[src/rtl/regfile_scan_pkg.sv]
// Shared definitions for the register-file scan reader.
//   DATA_W_DEF / ADDR_W_DEF : default register width and address width
//   NUM_REGS                : number of general-purpose registers
//   scan_state_e            : scan FSM states
package regfile_scan_pkg;

  localparam int DATA_W_DEF = 32;
  localparam int ADDR_W_DEF = 5;
  localparam int NUM_REGS   = 32;

  typedef enum logic [1:0] {
    ST_IDLE  = 2'd0,
    ST_SCAN  = 2'd1,
    ST_DRAIN = 2'd2,
    ST_DONE  = 2'd3
  } scan_state_e;

endpackage

[src/rtl/regfile_scan_ostage.sv]
// Single-entry valid/ready output register for the scan reader.
//   clk, rst_n    : clock, asynchronous active-low reset
//   i_load        : capture i_addr/i_data and mark the entry valid
//   i_abort       : drop the held word (wins over load)
//   i_addr/i_data : word to capture
//   i_ready       : consumer ready
//   o_valid/o_addr/o_data : held word
//   o_free        : entry can take a new word this cycle (empty or draining)
module regfile_scan_ostage #(
  parameter int DATA_W = 32,
  parameter int ADDR_W = 5
) (
  input  logic              clk,
  input  logic              rst_n,
  input  logic              i_load,
  input  logic              i_abort,
  input  logic [ADDR_W-1:0] i_addr,
  input  logic [DATA_W-1:0] i_data,
  input  logic              i_ready,
  output logic              o_valid,
  output logic [ADDR_W-1:0] o_addr,
  output logic [DATA_W-1:0] o_data,
  output logic              o_free
);

  logic              r_valid;
  logic [ADDR_W-1:0] r_addr;
  logic [DATA_W-1:0] r_data;

  always_ff @(posedge clk or negedge rst_n) begin
    if (!rst_n) begin
      r_valid <= 1'b0;
      r_addr  <= '0;
      r_data  <= '0;
    end else if (i_abort) begin
      r_valid <= 1'b0;
    end else if (i_load) begin
      // A load on a handshake edge replaces the departing word.
      r_valid <= 1'b1;
      r_addr  <= i_addr;
      r_data  <= i_data;
    end else if (r_valid && i_ready) begin
      r_valid <= 1'b0;
    end
  end

  assign o_valid = r_valid;
  assign o_addr  = r_addr;
  assign o_data  = r_data;
  assign o_free  = !r_valid || i_ready;

endmodule

[src/rtl/regfile_scan_reader.sv]
// Sequential read-side initiator for the GPR file: on start, walks
// first_addr..last_addr (wrapping mod 32) over one combinational read
// port and streams (addr, data) pairs on a valid/ready interface.
//   clk, rst_n             : clock, asynchronous active-low reset
//   start, abort           : scan request (IDLE only) / synchronous cancel
//   first_addr, last_addr  : scan range, sampled with start
//   rf_addr, rf_data       : register-file read port
//   out_valid/ready/addr/data : output stream
//   busy, done             : scan in progress / one-cycle completion pulse
module regfile_scan_reader
  import regfile_scan_pkg::*;
#(
  parameter int DATA_W = DATA_W_DEF,
  parameter int ADDR_W = ADDR_W_DEF
) (
  input  logic              clk,
  input  logic              rst_n,
  input  logic              start,
  input  logic              abort,
  input  logic [ADDR_W-1:0] first_addr,
  input  logic [ADDR_W-1:0] last_addr,
  output logic [ADDR_W-1:0] rf_addr,
  input  logic [DATA_W-1:0] rf_data,
  output logic              out_valid,
  input  logic              out_ready,
  output logic [ADDR_W-1:0] out_addr,
  output logic [DATA_W-1:0] out_data,
  output logic              busy,
  output logic              done
);

  scan_state_e       r_state, w_state_nxt;
  logic [ADDR_W-1:0] r_cur, w_cur_nxt;
  logic [ADDR_W-1:0] r_end, w_end_nxt;
  logic              w_load;
  logic              w_free;

  always_ff @(posedge clk or negedge rst_n) begin
    if (!rst_n) begin
      r_state <= ST_IDLE;
      r_cur   <= '0;
      r_end   <= '0;
    end else begin
      r_state <= w_state_nxt;
      r_cur   <= w_cur_nxt;
      r_end   <= w_end_nxt;
    end
  end

  always_comb begin
    w_state_nxt = r_state;
    w_cur_nxt   = r_cur;
    w_end_nxt   = r_end;
    w_load      = 1'b0;
    if (abort) begin
      w_state_nxt = ST_IDLE;
    end else begin
      unique case (r_state)
        ST_IDLE: begin
          if (start) begin
            w_state_nxt = ST_SCAN;
            w_cur_nxt   = first_addr;
            w_end_nxt   = last_addr;
          end
        end
        ST_SCAN: begin
          if (w_free) begin
            w_load    = 1'b1;
            // Counter width makes the increment wrap 31 -> 0.
            w_cur_nxt = r_cur + 1'b1;
            // Stopping on cur == end bounds a scan to at most 32 words.
            if (r_cur == r_end) w_state_nxt = ST_DRAIN;
          end
        end
        ST_DRAIN: begin
          if (out_valid && out_ready) w_state_nxt = ST_DONE;
        end
        ST_DONE: begin
          w_state_nxt = ST_IDLE;
        end
        default: begin
          w_state_nxt = ST_IDLE;
        end
      endcase
    end
  end

  regfile_scan_ostage #(
    .DATA_W (DATA_W),
    .ADDR_W (ADDR_W)
  ) u_ostage (
    .clk     (clk),
    .rst_n   (rst_n),
    .i_load  (w_load),
    .i_abort (abort),
    .i_addr  (r_cur),
    .i_data  (rf_data),
    .i_ready (out_ready),
    .o_valid (out_valid),
    .o_addr  (out_addr),
    .o_data  (out_data),
    .o_free  (w_free)
  );

  assign rf_addr = r_cur;
  assign busy    = (r_state == ST_SCAN) || (r_state == ST_DRAIN);
  assign done    = (r_state == ST_DONE);

endmodule

[config.mk]
export PLATFORM = sky130hd
export DESIGN_NAME = regfile_scan_reader
export DESIGN_NICKNAME = d
export VERILOG_FILES = /design/src/rtl/regfile_scan_pkg.sv /design/src/rtl/regfile_scan_ostage.sv /design/src/rtl/regfile_scan_reader.sv
export SDC_FILE = /design/constraint.sdc
export NUM_CORES = 1
export LEC_CHECK = 0
export CAP_MARGIN = 20
export CORE_UTILIZATION = 43
export DETAILED_ROUTE_END_ITERATION = 6
export PLACE_DENSITY = 0.91
export REMOVE_ABC_BUFFERS = 1
export SYNTH_ARGS = -nofsm -noshare
export SYNTH_HDL_FRONTEND = slang
export SYNTH_SLANG_ARGS = --single-unit
[constraint.sdc]
create_clock -name clk -period 2.5 [get_ports clk]
set_clock_uncertainty 0.05 [all_clocks]
set_input_delay 0.375 -clock clk [delete_from_list [all_inputs] [get_ports clk]]
set_output_delay 0.375 -clock clk [all_outputs]
set_load 0.1 [all_outputs]
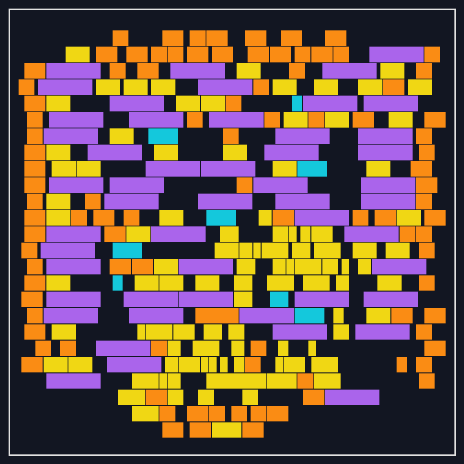
(images/placement_by_type.png)
(6 px per um)
[cyan] clock drivers and dummy loads | cells: 8 | share of their area: 2.8%
[purple] sequential cells | cells: 50 | share of their area: 40%
[yellow] combinational and other logic | cells: 98 | share of their area: 30%
[orange] remaining buffers and delay cells | cells: 96 | share of their area: 27%
sequential portion of the cell area: 39.0%
floorplan row count: 25
total non-filler cell area in the finished layout: 3210 um2

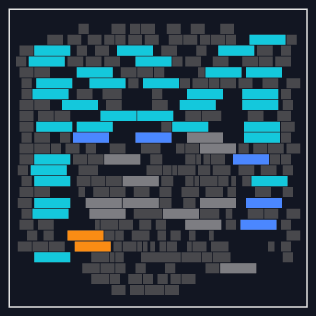
(images/flops_by_reg.png)
(4 px per um)
[orange] r_state | placed flops: 2
[blue] u_ostage.o_addr | placed flops: 5
[cyan] u_ostage.o_data | placed flops: 32
not colored: 11
final cell utilization of the core: 66.2%
area taken by flip-flops and latches: 1250 um2

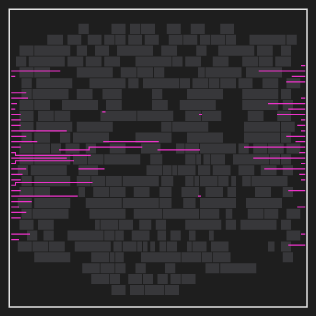
(images/layer_met3.png)
(4 px per um) Cells faint in the background.
wire length on this layer: 322 um
nets with wire on the layer: 53
main direction: horizontal
longest straight run: 19.1 um
share of all routed wire: 7.2%
Global Route met3 Usage: 5.15%
final WL: 4460 um
overall via count from detail_route: 1,557

==> results.py <==
# Physical implementation metrics
metrics = {
    "timing": {
        "hold_violations": 0,
        "final_number_of_setup_violating_endpoints": 0,
    },
    "setup_path": {
        "setup.worst_path.end_class": "flop",
        "worst-endpoint-required_ps": 2630,
        "path_buffers": 2,
        "worst_setup_slack_for_register_to_register_paths_ps": 640,
    },
    "drt": {
        "wl_per_cell_um": 14.0,
        "post-route-drc-count": 0,
        "routedLengthMet1_um": 1810,
    },
    "global_route": {
        "grt_max_degree": 38,
        "wire_length_of_the_first_global_routing_pass_um": 7060,
    },
    "min_path": {
        "min_path_type": "flop to flop",
        "hold_depth": 1,
    },
    "yosys": {
        "yosys.cell_types.count": 28,
        "synth-area-yosys_um2": 2230,
        "yosys_warnings": 0,
        "edf_count": 0,
    },
    "cts": {
        "cts-buffers-inserted": 5,
        "setup_fix_bufs_post_cts": 0,
        "clock_sink_count": 50,
        "htree_levels": 2,
    },
    "run_status": {
        "outcome": "finished, final reports clean",
    },
    "place": {
        "gp_congestion": 0.760,
    },
}
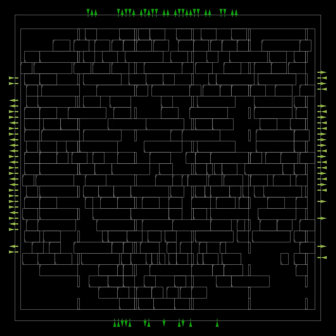
(images/placement.png)
count of fill cells added during filler insertion: 393
CORE AREA: 4850 um2
total number of tap cells: 67
FFs & Latches: 50
tally of non-filler cells in the final layout: 319

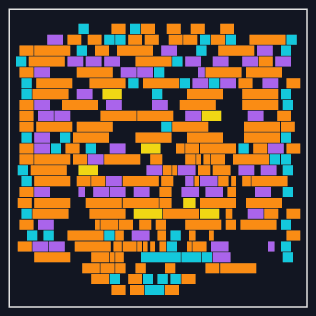
(images/sizes.png)
(4 px per um)
[yellow] _6 and larger | cells: 7 | share: 2.8%
[orange] _0 and _1 cells | cells: 141 | share: 56%
[cyan] _3 and _4 cells | cells: 51 | share: 20%
[purple] _2 cells | cells: 53 | share: 21%
area delta synth->final: 43.7%
worst setup margin: 638 ps

## cell usage in the layout, fill, tap and decap left out
cell / instances
a2111oi_4: 1
a211oi_2: 3
a21boi_0: 1
a21o_1: 4
a21oi_1: 3
a31oi_1: 1
and2_1: 1
and3_1: 1
and4_1: 1
buf_12: 1
buf_2: 1
buf_4: 48
clkbuf_8: 5
clkdlybuf4s50_1: 45
clkinv_2: 2
dfrtp_1: 50
dlygate4sd3_1: 1
ha_1: 5
inv_1: 3
inv_6: 1
mux2_2: 42
mux2i_1: 4
nand2b_1: 3
nand3b_1: 1
nor2_1: 8
nor2_2: 1
nor2b_4: 2
nor3_1: 1
nor3b_2: 4
nor4_1: 2
o21bai_1: 1
xor2_1: 5
## cells in the mapped netlist, types with 2 or more instances
cell type   n
dfrtp_1    50
mux2_2     42
nor2_1      8
ha_1        5
xor2_1      5
a21o_1      4
buf_4       4
mux2i_1     4
a211oi_2    3
a21oi_1     3
inv_1       3
nand2b_1    3
nor3b_2     3
nor2b_4     2
nor4_1      2
## how the worst max path moves through the flow
| stage | from | end | slack [ps] | cells after the start |
|---|---|---|---|---|
| global placement | abort | u_ostage.o_data[26]$_DFFE_PN0P_ | 480 | 4 |
| detailed placement | abort | u_ostage.o_data[18]$_DFFE_PN0P_ | 450 | 4 |
| finish | r_state[0]$_DFFE_PN0P_ | rf_addr[3]$_DFFE_PN0P_ | 640 | 7 |
| CTS | r_state[1]$_DFFE_PN0P_ | u_ostage.o_data[18]$_DFFE_PN0P_ | 620 | 5 |
| global route | r_state[1]$_DFFE_PN0P_ | rf_addr[4]$_DFFE_PN0P_ | 510 | 7 |
| floorplan | r_state[1]$_DFFE_PN0P_ | u_ostage.o_addr[2]$_DFFE_PN0P_ | -1920 | 4 |
## flip-flops by register name, summed over array words and instances, names as in the netlist
signal            flops
r_end                 5
rf_addr               5
u_ostage.o_data      32
u_ostage.o_addr       5
u_ostage.o_valid      1
r_state               2
## cell type report
cell class,instances,area (um2)
clock buffers,5,68.8
clock inverters,3,18.8
fillers,393,1640
inverters,3,11.3
multi-input cells,95,930
flip-flops and latches,50,1250
well taps,67,83.8
repair buffers,96,846
## through the flow
step           std cells
6_report             319
3_5_place_dp         310
3_3_place_gp         310
5_1_grt              319
4_1_cts              319
2_1_floorplan        148
## what timing repair did
action | CTS | global route
gates resized | 0 | 0
hold endpoints to repair | 17 | 0
setup endpoints to repair | 0 | 0
hold buffers | 1 | 0
## logic make-up (layout without fill, tap and decap cells)
| group | count (synthesis) | count (layout) | synth area share [%] |
|---|---|---|---|
| flip-flops | 50 | 50 | 56.0 |
| multiplexers | 46 | 46 | 23.0 |
| AND/OR/NAND/NOR | 25 | 25 | 7.79 |
| AND-OR/OR-AND | 14 | 14 | 5.88 |
| buffers and inverters | 9 | 107 | 2.58 |
| adder cells (fa/ha/maj) | 5 | 5 | 2.80 |
| XOR/XNOR | 5 | 5 | 1.96 |
